===== config.mk =====
export PLATFORM = sky130hd
export DESIGN_NAME = chip8_timers_flat
export DESIGN_NICKNAME = d
export VERILOG_FILES = /design/src/rtl/chip8_timers_pkg.sv /design/src/rtl/chip8_timers_if.sv /design/src/rtl/chip8_timers_tone_gen.sv /design/src/rtl/chip8_timers.sv /design/src/flat_wrapper.sv
export SDC_FILE = /design/constraint.sdc
export NUM_CORES = 1
export LEC_CHECK = 0
export CAP_MARGIN = 20
export CELL_PAD_IN_SITES_DETAIL_PLACEMENT = 1
export CELL_PAD_IN_SITES_GLOBAL_PLACEMENT = 2
export CORE_MARGIN = 8
export CORE_UTILIZATION = 29
export CTS_BUF_LIST = sky130_fd_sc_hd__clkbuf_8
export CTS_CLUSTER_DIAMETER = 120
export DETAILED_ROUTE_END_ITERATION = 12
export HOLD_SLACK_MARGIN = 0.06
export PLACE_DENSITY = 0.93
export SETUP_SLACK_MARGIN = 0.3
export SLEW_MARGIN = 20
export SYNTH_ARGS = -nofsm -noshare
export SYNTH_HDL_FRONTEND = slang
export SYNTH_SLANG_ARGS = --single-unit

===== constraint.sdc =====
create_clock -name clk -period 4.2 [get_ports clk]
set_input_delay 0.42 -clock clk [delete_from_list [all_inputs] [get_ports clk]]
set_output_delay 0.42 -clock clk [all_outputs]
set_load 0.05 [all_outputs]

===== src/rtl/chip8_timers_pkg.sv =====
// Shared constants and types for the CHIP-8 delay/sound timer block.
// The platform clock rate comes from the CHIP8_CLOCK_HZ define and
// falls back to 50 MHz when no platform value is given.

`ifndef CHIP8_CLOCK_HZ
`define CHIP8_CLOCK_HZ 50_000_000
`endif

package chip8_timers_pkg;

  localparam int   TIMER_W           = 8;
  localparam logic WR_SEL_DT         = 1'b0;
  localparam logic WR_SEL_ST         = 1'b1;
  localparam int   PLATFORM_CLOCK_HZ = `CHIP8_CLOCK_HZ;

  typedef enum logic {
    SILENT = 1'b0,
    TONE   = 1'b1
  } tone_state_e;

  // Terminal count of the half-period counter. The counter runs from this value
  // down to 0, so one half-period lasts half_period()+1 clocks.
  function automatic int half_period(input int clock_hz, input int tone_hz);
    return (clock_hz / (2 * tone_hz)) - 1;
  endfunction

endpackage


===== src/rtl/chip8_timers_if.sv =====
// CPU-facing bus of the timer block.
// It carries the load strobe, the load target and the load data,
// plus the timer values and status flags that the block returns.

interface chip8_timers_if;
  import chip8_timers_pkg::*;

  logic               wr_en;
  logic               wr_sel;
  logic [TIMER_W-1:0] wr_data;
  logic [TIMER_W-1:0] dt_value;
  logic [TIMER_W-1:0] st_value;
  logic               dt_zero;
  logic               sound_active;
  logic               speaker;

  modport master (
    output wr_en, wr_sel, wr_data,
    input  dt_value, st_value, dt_zero, sound_active, speaker
  );

  modport slave (
    input  wr_en, wr_sel, wr_data,
    output dt_value, st_value, dt_zero, sound_active, speaker
  );

endinterface


===== src/rtl/chip8_timers_tone_gen.sv =====
// Square-wave buzzer generator for the sound timer.
// While enable is high, the speaker toggles every HALF+1 clocks.
// Each burst starts with a full low half-period.
// This module is only built when CHIP8_BUZZER_TONE_EN is defined.

module chip8_tone_gen
  import chip8_timers_pkg::*;
#(
  parameter int CLOCK_HZ = PLATFORM_CLOCK_HZ,
  parameter int TONE_HZ  = 440
) (
  input  logic clk,
  input  logic reset,
  input  logic enable,
  output logic speaker
);

  localparam int HALF  = half_period(CLOCK_HZ, TONE_HZ);
  localparam int CNT_W = (HALF > 0) ? $clog2(HALF + 1) : 1;
  localparam logic [CNT_W-1:0] HALF_V  = CNT_W'(HALF);
  localparam logic [CNT_W-1:0] CNT_ONE = CNT_W'(1);

  tone_state_e      state_r, state_s;
  logic [CNT_W-1:0] cnt_r, cnt_s;
  logic             spk_r, spk_s;

  // Next-state, counter and speaker logic; SILENT parks the counter at HALF.
  always_comb begin
    state_s = state_r;
    cnt_s   = cnt_r;
    spk_s   = spk_r;
    case (state_r)
      SILENT: begin
        spk_s = 1'b0;
        cnt_s = HALF_V;
        if (enable) begin
          state_s = TONE;
        end else begin
          state_s = SILENT;
        end
      end
      TONE: begin
        if (!enable) begin
          state_s = SILENT;
          spk_s   = 1'b0;
          cnt_s   = HALF_V;
        end else if (cnt_r == '0) begin
          spk_s = ~spk_r;
          cnt_s = HALF_V;
        end else begin
          cnt_s = cnt_r - CNT_ONE;
        end
      end
      default: begin
        state_s = SILENT;
        spk_s   = 1'b0;
        cnt_s   = HALF_V;
      end
    endcase
  end

  // State, counter and registered speaker drive.
  always_ff @(posedge clk) begin
    if (reset) begin
      state_r <= SILENT;
      cnt_r   <= HALF_V;
      spk_r   <= 1'b0;
    end else begin
      state_r <= state_s;
      cnt_r   <= cnt_s;
      spk_r   <= spk_s;
    end
  end

  assign speaker = spk_r;

endmodule


===== src/rtl/chip8_timers.sv =====
// CHIP-8 delay timer (DT) and sound timer (ST).
// Both timers count down once on each rising edge of the 60 Hz tick.
// A CPU load takes priority over a decrement of the same timer.
// With CHIP8_BUZZER_TONE_EN defined, the speaker carries a TONE_HZ square wave.
// Without it, the speaker output follows sound_active to drive an active buzzer.

module chip8_timers
  import chip8_timers_pkg::*;
#(
  parameter int CLOCK_HZ = PLATFORM_CLOCK_HZ,
  parameter int TONE_HZ  = 440
) (
  input  logic           clk,
  input  logic           reset,
  input  logic           tick_60hz,
  chip8_timers_if.slave  bus
);

  if (CLOCK_HZ < (2 * TONE_HZ)) begin : g_param_check
    $error("chip8_timers: CLOCK_HZ must be at least twice TONE_HZ");
  end

  logic [TIMER_W-1:0] dt_r, dt_s;
  logic [TIMER_W-1:0] st_r, st_s;
  logic               tick_q_r;
  logic               tick_edge_s;
  logic               sound_active_s;
  logic               speaker_s;

  assign tick_edge_s = tick_60hz & ~tick_q_r;

  // Next timer values: a load wins over a tick, and a tick never wraps below 0.
  always_comb begin
    dt_s = dt_r;
    st_s = st_r;
    if (bus.wr_en && (bus.wr_sel == WR_SEL_DT)) begin
      dt_s = bus.wr_data;
    end else if (tick_edge_s && (dt_r != '0)) begin
      dt_s = dt_r - TIMER_W'(1);
    end else begin
      dt_s = dt_r;
    end
    if (bus.wr_en && (bus.wr_sel == WR_SEL_ST)) begin
      st_s = bus.wr_data;
    end else if (tick_edge_s && (st_r != '0)) begin
      st_s = st_r - TIMER_W'(1);
    end else begin
      st_s = st_r;
    end
  end

  // Timer registers and the tick edge-detect flop.
  always_ff @(posedge clk) begin
    if (reset) begin
      dt_r     <= '0;
      st_r     <= '0;
      tick_q_r <= 1'b0;
    end else begin
      dt_r     <= dt_s;
      st_r     <= st_s;
      tick_q_r <= tick_60hz;
    end
  end

  assign sound_active_s = (st_r != '0);

`ifdef CHIP8_BUZZER_TONE_EN
  chip8_tone_gen #(
    .CLOCK_HZ (CLOCK_HZ),
    .TONE_HZ  (TONE_HZ)
  ) u_tone_gen (
    .clk     (clk),
    .reset   (reset),
    .enable  (sound_active_s),
    .speaker (speaker_s)
  );
`else
  assign speaker_s = sound_active_s;
`endif

  assign bus.dt_value     = dt_r;
  assign bus.st_value     = st_r;
  assign bus.dt_zero      = (dt_r == '0);
  assign bus.sound_active = sound_active_s;
  assign bus.speaker      = speaker_s;

endmodule


===== src/flat_wrapper.sv =====
// flat-port wrapper written by rule: the top's interface ports become plain ports
module chip8_timers_flat import chip8_timers_pkg::*;
#(
  parameter int CLOCK_HZ = PLATFORM_CLOCK_HZ,
  parameter int TONE_HZ  = 440
)
  (clk, reset, tick_60hz, bus_wr_en, bus_wr_sel, bus_wr_data, bus_dt_value, bus_st_value, bus_dt_zero, bus_sound_active, bus_speaker);
  chip8_timers_if bus_i ();
  input  logic clk;
  input  logic reset;
  input  logic tick_60hz;
  input wire logic [$bits(bus_i.wr_en)-1:0] bus_wr_en;
  input wire logic [$bits(bus_i.wr_sel)-1:0] bus_wr_sel;
  input wire logic [$bits(bus_i.wr_data)-1:0] bus_wr_data;
  output wire logic [$bits(bus_i.dt_value)-1:0] bus_dt_value;
  output wire logic [$bits(bus_i.st_value)-1:0] bus_st_value;
  output wire logic [$bits(bus_i.dt_zero)-1:0] bus_dt_zero;
  output wire logic [$bits(bus_i.sound_active)-1:0] bus_sound_active;
  output wire logic [$bits(bus_i.speaker)-1:0] bus_speaker;
  assign bus_i.wr_en = bus_wr_en;
  assign bus_i.wr_sel = bus_wr_sel;
  assign bus_i.wr_data = bus_wr_data;
  assign bus_dt_value = bus_i.dt_value;
  assign bus_st_value = bus_i.st_value;
  assign bus_dt_zero = bus_i.dt_zero;
  assign bus_sound_active = bus_i.sound_active;
  assign bus_speaker = bus_i.speaker;
  chip8_timers #(.CLOCK_HZ(CLOCK_HZ), .TONE_HZ(TONE_HZ)) u_core (.clk(clk), .reset(reset), .tick_60hz(tick_60hz), .bus(bus_i));
endmodule

### Clock wires, drivers and flops

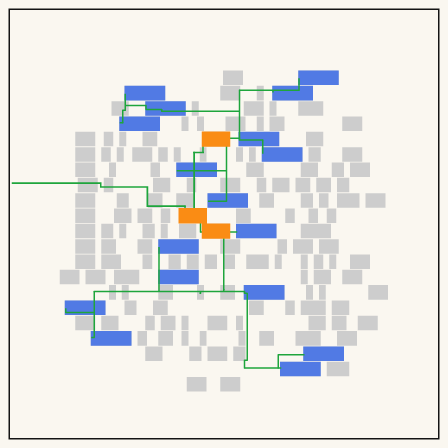
clock drivers -> orange  # count 3
clock wires -> green  # length 226 um
flip-flops -> blue  # count 17
routed clock nets = 4

### Cells coloured by class

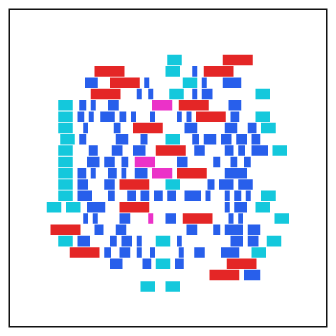
combinational and other logic -> blue  # cells 104
remaining buffers and delay cells -> cyan  # cells 31
clock drivers and dummy loads -> magenta  # cells 4
sequential cells -> red  # cells 17

==> GITHUB_STEP_SUMMARY <==
### Flow metrics

| Metric | Value |
|---|---|
| Worst setup SP type | `flip-flop` |
| Synth Seq Share | `32.7%` |
| Clock network area share | `3.14%` |
| Slowest Stage Delay on Critical Path | `0.82 ns` |
| Seq area share | `23.8%` |
| Final std cells w/o fill | `202` |
| Maxcap violations | `0` |
| Resize count post-CTS | `0` |
| Top cell family by delay on the critical path | `buffers and inverters` |
| Yosys top cell by area | `dfxtp_1` |
| CP endpoint kind | `primary output` |
| WL met1 | `1.46 mm` |
| Worst Path Buf+Inv | `2` |
| CTS Hold Bufs | `0` |
| Chip area | `5770 um^2` |
| Most frequent cells in the layout | `clkdlybuf4s50_1 (31), nor2_1 (19), dfxtp_1 (17)` |
| Post-synth top flop | `dfxtp_1` |
| Fin crit share | `65.5%` |
| Fmax | `363 MHz` |
| Avg Cell Area, Syn | `8.27 um^2` |
| Fillers | `418` |
| P_comb | `0.280 mW` |
| N_diodes | `0` |
| Crit-path cells | `inv_1 -> ha_1 -> or3b_2 -> nor2_1 -> clkdlybuf4s50_1` |
| Top cells by count, synth | `nor2_1 (19), dfxtp_1 (17), a211oi_1 (8)` |
| Yosys stat chip area | `1040 um^2` |
| Register area | `340 um^2` |
| Met1 Track Usage GR | `12.5%` |
| Post-layout util | `42.3%` |
| HP Class | `reg2reg` |
| Synth Area in XOR/XNOR | `4.20%` |
| Fa+ha+maj area frac | `3.60%` |
| Highest routed layer | `met4` |
| Clock Skew | `0.00324 ns` |
| Met2 GRT Util | `18.9%` |
| Layout cells sized above 1 | `7.05%` |
| First-pass GRT wire length | `5.51 mm` |
| Antenna viol nets, final | `0` |
| Status | `finished clean` |
| Total tool warning count | `27` |
| Clk buf depth | `2` |
| # DRC | `0` |
| Total Power | `0.604 mW` |
| Sw Ratio | `41.6%` |
| Core area | `3390 um^2` |
| Worst Path Max Fanout | `4` |
| Vias in the first global route | `1150` |
| Arrival time worst endpoint | `2.33 ns` |
| Chip height | `76.0 um` |
| Mux cell area share | `1.92%` |
| Logic area | `657 um^2` |
| Clock slew seen by the registers of the worst setup and hold paths | `0.07 ns` |
| Hold Path End | `u_core.bus.st_value[7]` |
| Wirelength, routed | `3.26 mm` |
| Largest net degree at the start of global routing | `21` |
| Worst setup margin | `1.45 ns` |
| Flip-flops with a built-in enable | `0` |
| GR peak layer | `met2` |
| Via/cell ratio | `5.18` |
| Grt total ovfl | `0` |
| Pwr top | `combinational logic` |
| CP Depth | `5` |
| Clock group | `0.118 mW` |
| Routed wire per std cell | `16.1 um` |
| Iteration tally of the first detailed-router pass | `3` |
| Ys Warns | `0` |
| CTS H-tree lvls | `1` |
| Distinct cells, synth | `40` |
No activity file was given, so power comes from the tool's default toggle rates.
